==> run_1/class_map.png <==
Drawn at 10 px/µm. Fill, decap, tap and diode cells in gray.
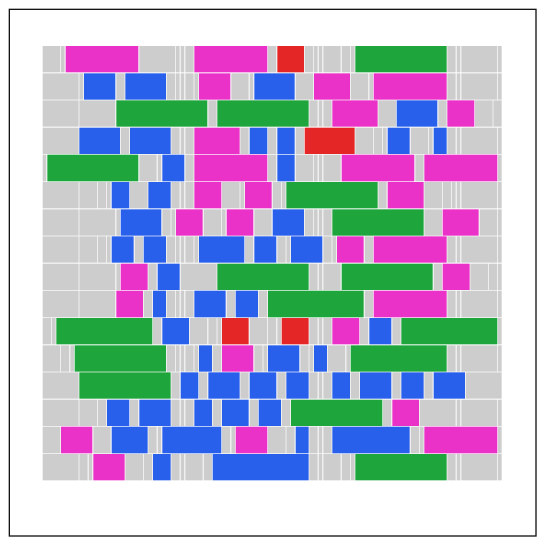
==> run_1/floorplan.png <==
Drawn at 8 px/µm. Pins as bars on the die edge.
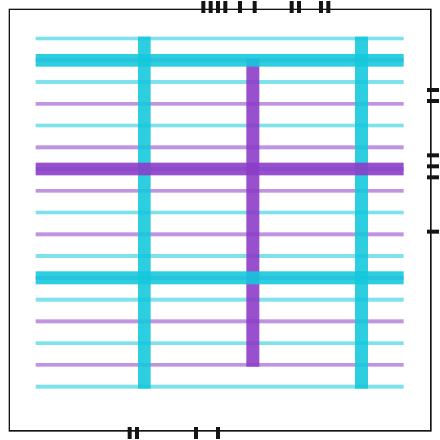
==> run_1/clock_wires.png <==
Drawn at 12 px/µm.
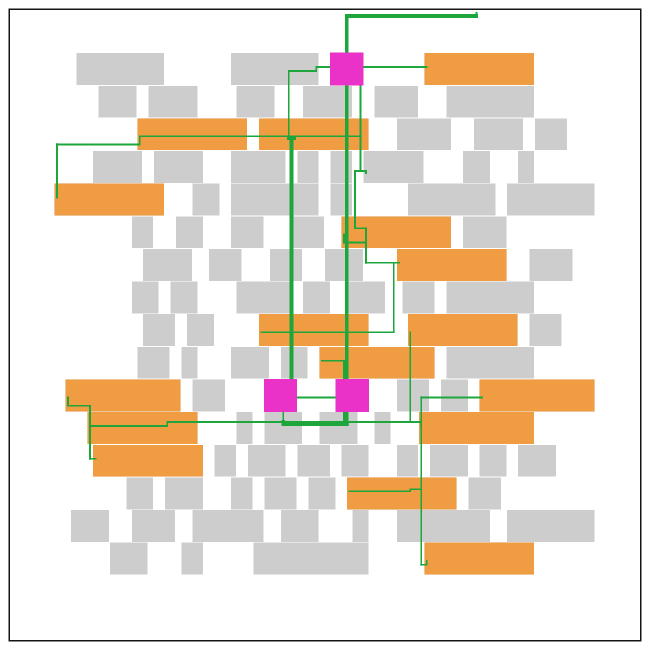
**src/rtl/oven_pkg.sv**
```systemverilog
// oven_pkg: state encoding, digit width and a BCD helper shared by the oven
// sequencing controller, its bus interface and its testbench.
package oven_pkg;

  localparam int DIGIT_W = 4;

  typedef enum logic [2:0] {
    ST_IDLE    = 3'd0,
    ST_ENTRY   = 3'd1,
    ST_COOKING = 3'd2,
    ST_PAUSED  = 3'd3,
    ST_DONE    = 3'd4
  } state_t;

  // Keypad codes 10-15 are not digits and must never reach the timer.
  function automatic logic is_bcd(input logic [DIGIT_W-1:0] digit);
    return digit <= DIGIT_W'(9);
  endfunction

endpackage

```
**src/rtl/oven_ctrl_if.sv**
```systemverilog
// oven_ctrl_if: keypad/button/door inputs and timer/magnetron outputs of the
// oven controller. The controller takes the slave side; the oven top level
// (or a testbench) takes the master side.
interface oven_ctrl_if;
  import oven_pkg::*;

  logic               key_valid;
  logic [DIGIT_W-1:0] key_digit;
  logic               start_btn;
  logic               stop_btn;
  logic               door_closed;
  logic               timer_zero;
  logic [DIGIT_W-1:0] timer_data;
  logic               timer_loadn;
  logic               timer_clearn;
  logic               timer_en;
  logic               mag_on;
  logic               done;

  modport master (
    output key_valid, key_digit, start_btn, stop_btn, door_closed, timer_zero,
    input  timer_data, timer_loadn, timer_clearn, timer_en, mag_on, done
  );

  modport slave (
    input  key_valid, key_digit, start_btn, stop_btn, door_closed, timer_zero,
    output timer_data, timer_loadn, timer_clearn, timer_en, mag_on, done
  );

endinterface

```
**src/rtl/oven_ctrl_rise_det.sv**
```systemverilog
// rise_det: turns a synchronous button level into a one-cycle pulse on its
// 0->1 transition by comparing the current level with last cycle's level.
module rise_det (
  input  logic clock,
  input  logic clear,
  input  logic level,
  output logic rise
);

  logic level_q;

  // Remember the previous level; cleared low so a button held through reset
  // is seen as a fresh press once reset releases.
  always_ff @(posedge clock or posedge clear) begin
    if (clear) level_q <= 1'b0;
    else       level_q <= level;
  end

  assign rise = level & ~level_q;

endmodule

```
**src/rtl/oven_ctrl.sv**
```systemverilog
// oven_ctrl: sequencing controller between the keypad encoder and the MM:SS
// countdown timer. Loads up to MAX_DIGITS keypad digits into the timer, runs
// the timer and magnetron while cooking, pauses on door open or stop, and
// flags completion when the timer reaches zero.
// Optional build macro DONE_BEEP_EN: done becomes a BEEP_CYCLES-long pulse on
// entry to DONE instead of a level held for the whole DONE state.
module oven_ctrl
  import oven_pkg::*;
#(
  parameter int MAX_DIGITS = 4
`ifdef DONE_BEEP_EN
  , parameter int BEEP_CYCLES = 3
`endif
) (
  input logic        clock,
  input logic        clear,
  oven_ctrl_if.slave bus
);

  localparam int CNT_W = $clog2(MAX_DIGITS + 1);

  state_t             state_q, state_d;
  logic [CNT_W-1:0]   count_q, count_d;
  logic [DIGIT_W-1:0] data_q, data_d;
  logic               loadn_q, loadn_d;
  logic               clearn_q, clearn_d;
  logic               en_q, en_d;
  logic               mag_q, mag_d;
  logic               done_q, done_d;
  logic               start_edge, stop_edge;
  logic               key_ok, cook_ok, key_load, to_idle;

`ifdef DONE_BEEP_EN
  localparam int BEEP_W = $clog2(BEEP_CYCLES + 1);
  logic [BEEP_W-1:0] beep_q, beep_d;
`endif

  rise_det u_start_det (
    .clock (clock),
    .clear (clear),
    .level (bus.start_btn),
    .rise  (start_edge)
  );

  rise_det u_stop_det (
    .clock (clock),
    .clear (clear),
    .level (bus.stop_btn),
    .rise  (stop_edge)
  );

  // Next state and next output values; door open outranks timer_zero, which
  // outranks stop, then start, then keys.
  always_comb begin
    state_d  = state_q;
    count_d  = count_q;
    data_d   = data_q;
    loadn_d  = 1'b1;
    clearn_d = 1'b1;
    key_load = 1'b0;
    key_ok   = bus.key_valid && is_bcd(bus.key_digit) &&
               (count_q < CNT_W'(MAX_DIGITS));
    cook_ok  = start_edge && bus.door_closed && !bus.timer_zero;

    case (state_q)
      ST_IDLE: begin
        if (key_ok) begin
          key_load = 1'b1;
          state_d  = ST_ENTRY;
        end
      end
      ST_ENTRY: begin
        if (stop_edge)    state_d  = ST_IDLE;
        else if (cook_ok) state_d  = ST_COOKING;
        else if (key_ok)  key_load = 1'b1;
      end
      ST_COOKING: begin
        if (!bus.door_closed)    state_d = ST_PAUSED;
        else if (bus.timer_zero) state_d = ST_DONE;
        else if (stop_edge)      state_d = ST_PAUSED;
      end
      ST_PAUSED: begin
        if (!bus.door_closed) state_d = ST_PAUSED;
        else if (stop_edge)   state_d = ST_IDLE;
        else if (cook_ok)     state_d = ST_COOKING;
      end
      ST_DONE: begin
        if (bus.key_valid || stop_edge || !bus.door_closed) state_d = ST_IDLE;
      end
      default: state_d = ST_IDLE;
    endcase

    if (key_load) begin
      data_d  = bus.key_digit;
      loadn_d = 1'b0;
      count_d = count_q + CNT_W'(1);
    end

    to_idle = (state_q != ST_IDLE) && (state_d == ST_IDLE);
    if (to_idle) begin
      clearn_d = 1'b0;
      count_d  = '0;
    end

    en_d  = (state_d == ST_COOKING);
    mag_d = (state_d == ST_COOKING);

`ifdef DONE_BEEP_EN
    beep_d = beep_q;
    if ((state_d == ST_DONE) && (state_q != ST_DONE))
      beep_d = BEEP_W'(BEEP_CYCLES - 1);
    else if ((state_q == ST_DONE) && (beep_q != '0))
      beep_d = beep_q - BEEP_W'(1);
    done_d = (state_d == ST_DONE) && ((state_q != ST_DONE) || (beep_q != '0));
`else
    done_d = (state_d == ST_DONE);
`endif
  end

  // State, digit count and every output are registered; reset holds the
  // timer in clear and everything else off.
  always_ff @(posedge clock or posedge clear) begin
    if (clear) begin
      state_q  <= ST_IDLE;
      count_q  <= '0;
      data_q   <= '0;
      loadn_q  <= 1'b1;
      clearn_q <= 1'b0;
      en_q     <= 1'b0;
      mag_q    <= 1'b0;
      done_q   <= 1'b0;
    end else begin
      state_q  <= state_d;
      count_q  <= count_d;
      data_q   <= data_d;
      loadn_q  <= loadn_d;
      clearn_q <= clearn_d;
      en_q     <= en_d;
      mag_q    <= mag_d;
      done_q   <= done_d;
    end
  end

`ifdef DONE_BEEP_EN
  // Cycles of beep remaining after the current one while in DONE.
  always_ff @(posedge clock or posedge clear) begin
    if (clear) beep_q <= '0;
    else       beep_q <= beep_d;
  end
`endif

  assign bus.timer_data   = data_q;
  assign bus.timer_loadn  = loadn_q;
  assign bus.timer_clearn = clearn_q;
  assign bus.timer_en     = en_q;
  assign bus.mag_on       = mag_q;
  assign bus.done         = done_q;

endmodule

```
**src/flat_wrapper.sv**
```systemverilog
// flat-port wrapper written by rule: the top's interface ports become plain ports
module oven_ctrl_flat import oven_pkg::*;
#(
  parameter int MAX_DIGITS = 4

)
  (clock, clear, bus_key_valid, bus_key_digit, bus_start_btn, bus_stop_btn, bus_door_closed, bus_timer_zero, bus_timer_data, bus_timer_loadn, bus_timer_clearn, bus_timer_en, bus_mag_on, bus_done);
  oven_ctrl_if bus_i ();
  input logic clock;
  input logic clear;
  input wire logic [$bits(bus_i.key_valid)-1:0] bus_key_valid;
  input wire logic [$bits(bus_i.key_digit)-1:0] bus_key_digit;
  input wire logic [$bits(bus_i.start_btn)-1:0] bus_start_btn;
  input wire logic [$bits(bus_i.stop_btn)-1:0] bus_stop_btn;
  input wire logic [$bits(bus_i.door_closed)-1:0] bus_door_closed;
  input wire logic [$bits(bus_i.timer_zero)-1:0] bus_timer_zero;
  output wire logic [$bits(bus_i.timer_data)-1:0] bus_timer_data;
  output wire logic [$bits(bus_i.timer_loadn)-1:0] bus_timer_loadn;
  output wire logic [$bits(bus_i.timer_clearn)-1:0] bus_timer_clearn;
  output wire logic [$bits(bus_i.timer_en)-1:0] bus_timer_en;
  output wire logic [$bits(bus_i.mag_on)-1:0] bus_mag_on;
  output wire logic [$bits(bus_i.done)-1:0] bus_done;
  assign bus_i.key_valid = bus_key_valid;
  assign bus_i.key_digit = bus_key_digit;
  assign bus_i.start_btn = bus_start_btn;
  assign bus_i.stop_btn = bus_stop_btn;
  assign bus_i.door_closed = bus_door_closed;
  assign bus_i.timer_zero = bus_timer_zero;
  assign bus_timer_data = bus_i.timer_data;
  assign bus_timer_loadn = bus_i.timer_loadn;
  assign bus_timer_clearn = bus_i.timer_clearn;
  assign bus_timer_en = bus_i.timer_en;
  assign bus_mag_on = bus_i.mag_on;
  assign bus_done = bus_i.done;
  oven_ctrl #(.MAX_DIGITS(MAX_DIGITS)) u_core (.clock(clock), .clear(clear), .bus(bus_i));
endmodule
```
**config.mk**
```make
export PLATFORM = sky130hd
export DESIGN_NAME = oven_ctrl_flat
export DESIGN_NICKNAME = d
export VERILOG_FILES = /design/src/rtl/oven_pkg.sv /design/src/rtl/oven_ctrl_if.sv /design/src/rtl/oven_ctrl_rise_det.sv /design/src/rtl/oven_ctrl.sv /design/src/flat_wrapper.sv
export SDC_FILE = /design/constraint.sdc
export NUM_CORES = 1
export LEC_CHECK = 0
export ABC_CLOCK_PERIOD_IN_PS = 1600
export CELL_PAD_IN_SITES_DETAIL_PLACEMENT = 1
export CELL_PAD_IN_SITES_GLOBAL_PLACEMENT = 1
export CORE_MARGIN = 3
export CORE_UTILIZATION = 37
export DETAILED_ROUTE_END_ITERATION = 8
export PLACE_DENSITY = 0.8
export SYNTH_ARGS = -nofsm -noshare
export SYNTH_HDL_FRONTEND = slang
export SYNTH_SLANG_ARGS = --single-unit
```
**constraint.sdc**
```tcl
create_clock -name clock -period 1.6 [get_ports clock]
set_clock_uncertainty 0.1 [all_clocks]
set_input_delay 0.4 -clock clock [delete_from_list [all_inputs] [get_ports clock]]
set_output_delay 0.4 -clock clock [all_outputs]
set_load 0.05 [all_outputs]
```
==> reports/qor.yml, run 1 <==
outcome:
  outcome: "finished clean"
run:
  warning_count: 26
  cap_viol_max_count: 0
setup_path:
  critPathRequiredTime_ns: 1.67
  path_class: "reg2reg"
  arrival_time_of_the_worst_setup_path_ns: 1.62
  r2r_slack_ns: 0.04
  startpoint_type: "register"
  end_kind: "register"
  worstPathMaxFanout: 6
clock_network:
  tritoncts: "done"
  clock_latency_ns: 0.29
  cts_max_level: 1
  clock_tree.buffer_depth: 2
  clk_transition_reported_paths_ns: 0.10
  cts_sinks: 16
  cts_hold_repair.buffers: 0
  cts_made_buffers: 3
  clockRootBuffer: "clkbuf_4"
timing:
  timing_hold_violations_final: 0
  setup_viol: 0
  final-max-slew-violation-count: 0
  tightestPinTransition_ns: 0.3987
  timing.final.crit_share_pct: 97.29
  rsz0062_at_grt: "false"
  period_minus_slack_ns: 1.557
  fmax_mhz: 642.4
  maxSlewHeadroom_pct: 73.14
synth:
  enable_flop_cells: 0
  synth.ff_latch_count: 16
  post_synthesis_sequential_area_ratio_pct: 50.16
  synth.net_count: 79
  postSynth.asyncResetShare_pct: 100.0
  mappedNetlistArea_um2: 800.8
  yosys.cell_types.count: 35
  postSynth.topFlopCell: "dfrtp_1"
  ys.warnings.count: 0
  post_synth_inst_count: 67
  yosysCellCount: 67
  synth-area-yosys_um2: 800.8
  avgSynthCellArea_um2: 11.95
power:
  total_power_per_unit_cell_area_nw_per_um2: 1805
  static-leakage-power_nw: 0.5517
  max-vdd-ir-drop_v: 0.001193
drt:
  vias_per_cell: 5.429
  postRouteAntennaNets: 0
  drt_iter0_drc: 13
  vias: 684
  drt_pre_antenna_iters: 4
  post-route-drc-count: 0
  routed_wl_um: 2451
  detail_route.wl_per_cell_um: 19.45
floorplanning:
  dieHeight_um: 52.52
  core-area_um2: 2002
  die_area_um2: 2758
  rows: 16
  io-pin-count: 20
  die_width_um: 52.52
  initial_core_util_pct: 40.00
global_routing:
  grt_first_pass_wirelength_um: 3988
  grt_max_degree: 17
  grt.met2_usage_pct: 31.82
  first_global_vias: 735
  top_usage_layer: "met2"
  groute.layer.met3.usage_pct: 3.134
  grt_use_total_pct: 20.85
  use_met1_pct: 28.19
  grt_remaining_overflow: 0
  antenna_found_initial: 0
final_layout:
  drive_above_1_share_pct: 41.41
  nets_final: 112
  final_layout_top_logic_cell: "dfrtp_1"
  nFillCells: 218
  lay_top_cells: "dfrtp_1, buf_4, buf_12"
  fin_util_pct: 61.56
  antenna_cells: 0
  finish.instance_area_um2: 1232
  flow.area_growth_from_synthesis_pct: 53.91
placement:
  placement.io_buffers: 19
  dp_hpwl_um: 1827
  gp_routability_congestion: 0.8213
  detailed_place.area_um2: 1171
hold_path:
  timing.hold.worst.class: "in2reg"
## Picture notes: class_map.png
legend:
  registers:
    color: green
    cells: 16
    share_of_their_area: 34%
  remaining logic cells:
    color: blue
    cells: 49
    share_of_their_area: 33%
  clock drivers and dummy loads:
    color: red
    cells: 4
    share_of_their_area: 3.0%
  remaining buffers and delay cells:
    color: magenta
    cells: 30
    share_of_their_area: 30%

## Picture notes: floorplan.png
legend:
  VSS:
    color: cyan
  VDD:
    color: purple
met5 straps: 3
signal pins: 20
met4 straps: 3

## Picture notes: clock_wires.png
legend:
  flip-flops:
    color: orange
    count: 16
  clock wires:
    color: green
    length: 247 µm
  clock-net drivers:
    color: magenta
    count: 3
routed clock nets: 4

[run 1: power by group]
part	switching [mW]	internal (mW)	total (mW)	leakage [nW]
Sequential	0.159	0.545	0.704	0.194
Clock	0.137	0.139	0.276	0.0210
Combinational	0.645	0.600	1.24	0.337
Total	0.940	1.28	2.22	0.552
[run 1: sequential cells by signal (all words and copies together) (netlist names)]
register                    count
u_core.bus.timer_loadn          1
u_core.bus.timer_clearn         1
u_core.bus.timer_en             1
u_core.state_q                  3
u_core.u_start_det.level_q      1
u_core.count_q                  3
u_core.bus.timer_data           4
u_core.bus.done                 1
u_core.u_stop_det.level_q       1
[run 1: through the flow]
| step | cells | total power, mW | TNS, ns | hold slack [ns] | setup slack (ns) |
|---|---|---|---|---|---|
| after floorplan | 67 | 1.322 | 0 | 0.2130 | 0.1211 |
| after global placement | 121 | 1.843 | -4.114 | 0.4398 | -0.3922 |
| after detailed placement | 121 | 1.903 | -5.206 | 0.4413 | -0.5099 |
| after CTS | 126 | 2.221 | 0 | 0.2615 | 0.004446 |
| after global routing | 126 | 2.338 | 0 | 0.2554 | 0.008547 |
| final | 126 | 2.225 | 0 | 0.2593 | 0.04334 |
[run 1: synthesized netlist by cell type, types with 3 or more instances]
master	n	share of area (%)
nand2b_1	3	2.3
nand2_1	3	1.4
o21ai_0	4	2.5
mux2_1	4	5.6
dfrtp_1	15	47
[run 1: logic make-up (layout without fill, tap and decap cells)]
| kind of cell | after synthesis | in the layout | synth area share, % |
|---|---|---|---|
| buffers and inverters | 4 | 36 | 3.282 |
| muxes | 4 | 4 | 5.625 |
| adders and majority gates | 1 | 1 | 1.562 |
| DFF | 16 | 16 | 50.16 |
| AOI/OAI and AO/OA | 19 | 19 | 18.13 |
| and+or+nand+nor | 23 | 23 | 21.25 |
[run 1: final timing paths]
kind	startpoint	to	depth (start not counted)
worst max-delay path	u_core.state_q[2]	u_core.count_q[1]	4
worst min-delay path	bus_start_btn	u_core.u_start_det.level_q	1
worst max register to register	u_core.state_q[2]	u_core.count_q[1]	4
worst min register to register	u_core.state_q[2]	u_core.state_q[0]	1
max in group asynchronous	clear	u_core.bus.timer_loadn	3
min in group asynchronous	clear	u_core.count_q[2]	3
[run 1: worst max-delay path: stages (launching register included)]
cell and delay (ns):
dfrtp_2 0.46, nor2_2 0.08, and4_1 0.25, a311oi_4 0.38, a32oi_1 0.16
[run 1: layout make-up]
class                      count  area [µm²]  share of cell area [%]
clock buffer                   4       36.28                   2.944
inverter                       2       7.507                  0.6091
multi-input combinational     47       387.9                   31.47
sequential                    16       405.4                   32.89
tap                           27       33.78                   2.741
timing repair buffer          30       361.6                   29.34
[run 1: timing repair]
action                                  in CTS  in global routing
pin swaps                                    7                  2
resized                                     11                  3
buffers inserted                             1                  0
endpoints found under the setup margin      10                  8
[run 1: layer usage]
metal,vias to the layer above,part of all wire [%]
met1,334,45
met2,31,47
li1,315,-
met3,4,5.4
met5,-,0
met4,0,2.3
==> run_1/ff_map.png <==
Drawn at 10 px/µm. Other sequential cells in the stronger gray, the rest of the logic in the fainter gray.
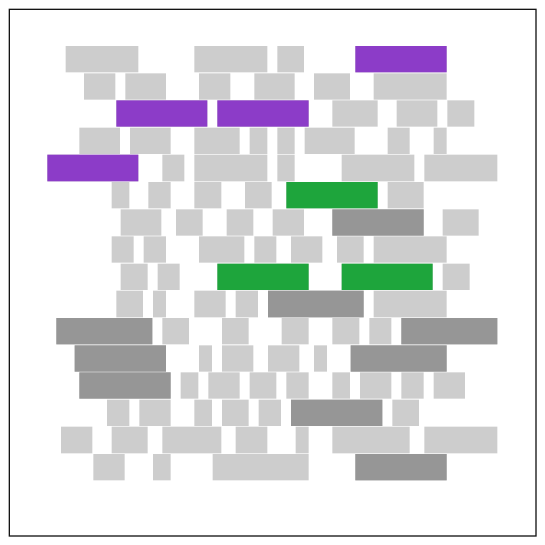

--- run 2 (diff from run 1) ---
--- a/config.mk
+++ b/config.mk
@@ -6,12 +6,14 @@
 export NUM_CORES = 1
 export LEC_CHECK = 0
 export ABC_CLOCK_PERIOD_IN_PS = 1600
+export CAP_MARGIN = 40
 export CELL_PAD_IN_SITES_DETAIL_PLACEMENT = 1
 export CELL_PAD_IN_SITES_GLOBAL_PLACEMENT = 1
 export CORE_MARGIN = 3
 export CORE_UTILIZATION = 37
 export DETAILED_ROUTE_END_ITERATION = 8
 export PLACE_DENSITY = 0.8
+export RECOVER_POWER = 25
 export SYNTH_ARGS = -nofsm -noshare
 export SYNTH_HDL_FRONTEND = slang
 export SYNTH_SLANG_ARGS = --single-unit
==> run_2/ff_map.png <==
Drawn at 10 px/µm. Other sequential cells in the stronger gray, the rest of the logic in the fainter gray.
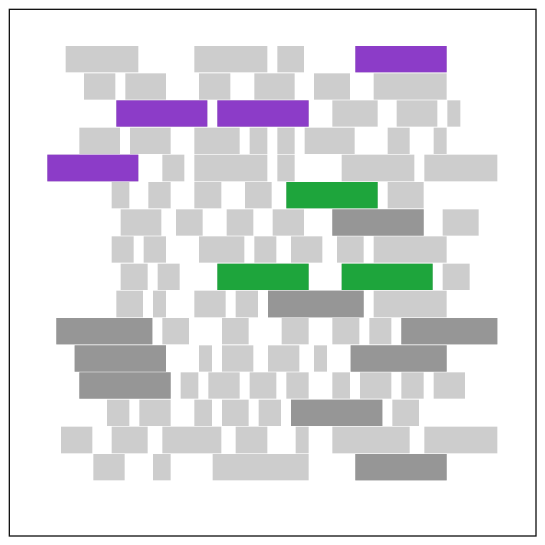
legend:
  u_core.count_q:
    color: green
    sequential_cells: 3
  u_core.bus.timer_data:
    color: purple
    sequential_cells: 4

==> run 2 against run 1 <==
  * Flip-flop count unchanged
  * Sequential power barely moved
  * Largest cell class unchanged
  * Critical endpoint unchanged
  * Clock power barely moved
  * Highest routed layer unchanged
  * Register-to-register slack hardly changed
  * First-iteration DRC count rose by 15%
  * Hold slack improved by 0.0019 ns
  * Critical path depth unchanged
  * Synthesized area did not move
==> reports/qor.yml, run 2 <==
outcome:
  outcome: "finished clean"  # unchanged
power:
  total_power_per_unit_cell_area_nw_per_um2: 1811  # was 1805 nW/µm²
  static-leakage-power_nw: 0.5481  # was 0.5517 nW
floorplanning:
  dieHeight_um: 52.52  # unchanged
  core-area_um2: 2002  # unchanged
  die_area_um2: 2758  # unchanged
  io-pin-count: 20  # unchanged
synth:
  yosys.cell_types.count: 35  # unchanged
  avgSynthCellArea_um2: 11.95  # unchanged
  enable_flop_cells: 0  # unchanged
  postSynth.topFlopCell: "dfrtp_1"  # unchanged
  yosysCellCount: 67  # unchanged
  top_cells_by_count: "dfrtp_1, mux2_1, o21ai_0, nand2_1, nand2b_1"  # unchanged
  mappedNetlistArea_um2: 800.8  # unchanged
  yosys-top-cells-area: "dfrtp_1, mux2_1, a311oi_4"  # unchanged
  synth.net_count: 79  # unchanged
  postSynth.asyncResetShare_pct: 100.0  # unchanged
  post_synthesis_sequential_area_ratio_pct: 50.16  # unchanged
final_layout:
  final_layout_top_logic_cell: "dfrtp_1"  # unchanged
  lay_top_cells: "dfrtp_1, buf_4, buf_12"  # unchanged
  largest_register_ffs: 4  # unchanged
  flow.area_growth_from_synthesis_pct: 53.44  # was 53.91%
  nFillCells: 218  # unchanged
  fin_util_pct: 61.38  # was 61.56%
  nets_final: 112  # unchanged
setup_path:
  startpoint_type: "register"  # unchanged
  max_stage_delay_ns: 0.37  # was 0.46 ns
  arrival_time_of_the_worst_setup_path_ns: 1.62  # about the same
  r2r_slack_ns: 0.04  # about the same
  slowest_cell_on_crit_path: "dfrtp_1"  # was dfrtp_2
  worstPathMaxFanout: 5  # was 6
  timing.critical_path.cells: "and4bb_4 > a21oi_2 > a311oi_4 > a32oi_1"  # was nor2_2 > and4_1 > a311oi_4 > a32oi_1
  startpoint_of_the_lowest_slack_register_to_register_path: "u_core.u_start_det.level_q"  # was u_core.state_q[2]
  end_kind: "register"  # unchanged
  critPathRequiredTime_ns: 1.67  # about the same
timing:
  fmax_mhz: 642.4  # about the same
  summed_negative_setup_slack_over_all_endpoints_ns: 0  # unchanged
  final-max-slew-violation-count: 0  # unchanged
  timing.final.crit_share_pct: 97.29  # about the same
  rsz0062_at_grt: "false"  # unchanged
  tightestPinTransition_ns: 0.8915  # was 0.3987 ns
  setup_viol: 0  # unchanged
  period_minus_slack_ns: 1.557  # about the same
  post-route-worst-setup-slack_ns: 0.04330  # was 0.04334 ns
global_routing:
  grt_first_pass_wirelength_um: 3988  # unchanged
  antenna_found_initial: 0  # unchanged
  grt_remaining_overflow: 0  # unchanged
  first_global_vias: 735  # unchanged
  grt_use_total_pct: 20.85  # unchanged
clock_network:
  clockRootBuffer: "clkbuf_4"  # unchanged
  cts_made_buffers: 3  # unchanged
  clock_latency_ns: 0.29  # about the same
  tritoncts: "done"  # unchanged
  cts_max_level: 1  # unchanged
  clk_transition_reported_paths_ns: 0.10  # about the same
drt:
  postRouteAntennaNets: 0  # unchanged
  vias_per_cell: 5.405  # was 5.429
  post-route-drc-count: 0  # unchanged
  vias: 681  # was 684
  routed_wl_um: 2440  # was 2451 µm
hold_path:
  holdCritStartpoint: "bus_start_btn"  # unchanged
  timing.hold.worst_path_depth: 1  # unchanged
  timing.hold.worst_endpoint: "u_core.u_start_det.level_q"  # unchanged
  timing.hold.worst.class: "in2reg"  # unchanged
placement:
  gp_routability_congestion: 0.8213  # unchanged
  dp_hpwl_um: 1827  # unchanged
  place_worst_setup_slack_ns: -0.5099  # unchanged
run:
  warning_count: 26  # unchanged
==> run_2/clock_wires.png <==
Drawn at 12 px/µm.
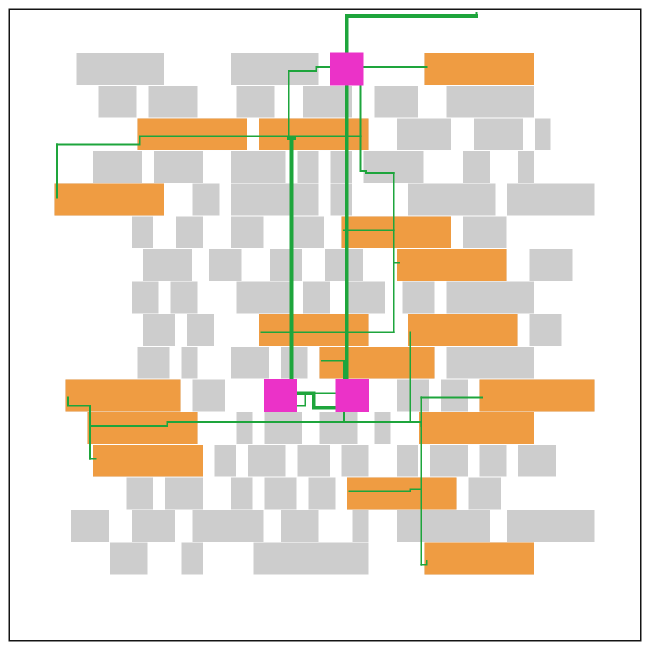
legend:
  clock wires:
    color: green
    length: 243 µm
  clock-net drivers:
    color: magenta
    count: 3
  flip-flops:
    color: orange
    count: 16
routed clock nets: 4

-- run 2: cells by family (layout without fill, tap and decap cells) --
logic type / after synthesis / in the layout / share of synthesized area, %
flops: 16 / 16 / 50.16
compound gates: 19 / 19 / 18.13
simple gates: 23 / 23 / 21.25
fa+ha+maj: 1 / 1 / 1.562
mux: 4 / 4 / 5.625
buf+inv: 4 / 36 / 3.282
-- run 2: layout make-up --
type                            instances  area [µm²]  area share, %
Clock buffer                            4       36.28          2.953
Inverter                                2       7.507         0.6110
Multi-Input combinational cell         47       387.9          31.57
Sequential cell                        16       405.4          32.99
Tap cell                               27       33.78          2.749
Timing Repair Buffer                   30       357.8          29.12
-- run 2: worst max-delay path by stage --
stage | from | end | slack (ns)
3_3_place_gp | bus_door_closed | u_core.count_q[0] | -0.39
4_1_cts | bus_key_digit[1] | u_core.bus.timer_data[0] | 0.004
6_report | u_core.u_start_det.level_q | u_core.count_q[1] | 0.04
3_5_place_dp | bus_door_closed | u_core.count_q[2] | -0.51
2_1_floorplan | u_core.state_q[0] | u_core.bus.timer_en | 0.12
5_1_grt | u_core.u_start_det.level_q | u_core.count_q[0] | 0.009
-- run 2: worst max-delay path, delay by kind of cell, from the launching register on --
family | cells | cell delay (ns)
AOI/OAI and AO/OA | 3 | 0.59
DFF | 1 | 0.37
and+or+nand+nor | 1 | 0.37
-- run 2: through the flow --
stage	cell area (µm²)	std cells	hold slack, ns
after CTS	1225	126	0.2615
after global routing	1229	126	0.2554
final	1229	126	0.2613
after floorplan	800.8	67	0.2130
after detailed placement	1171	121	0.4413
after global placement	1171	121	0.4398
-- run 2: timing repair --
action                                  CTS  global route
pin swaps                                 7             2
hold buffers                              0             0
endpoints found under the setup margin   10             8
gates resized                            11             3
setup buffers                             1             0
-- run 2: metal layers --
metal	up-vias	wire length, µm	track usage (%)
met1	342	1146	28.19
met2	21	1164	31.82
met4	0	55	11.06
met3	4	74	3.134
met5	-	0	0
li1	314	-	-
-- run 2: where the power goes --
part           switching [mW]  internal (mW)
sequential              0.158          0.545
combinational           0.645          0.600
clock                   0.137          0.139
No activity file was given, so power comes from the tool's default toggle rates.
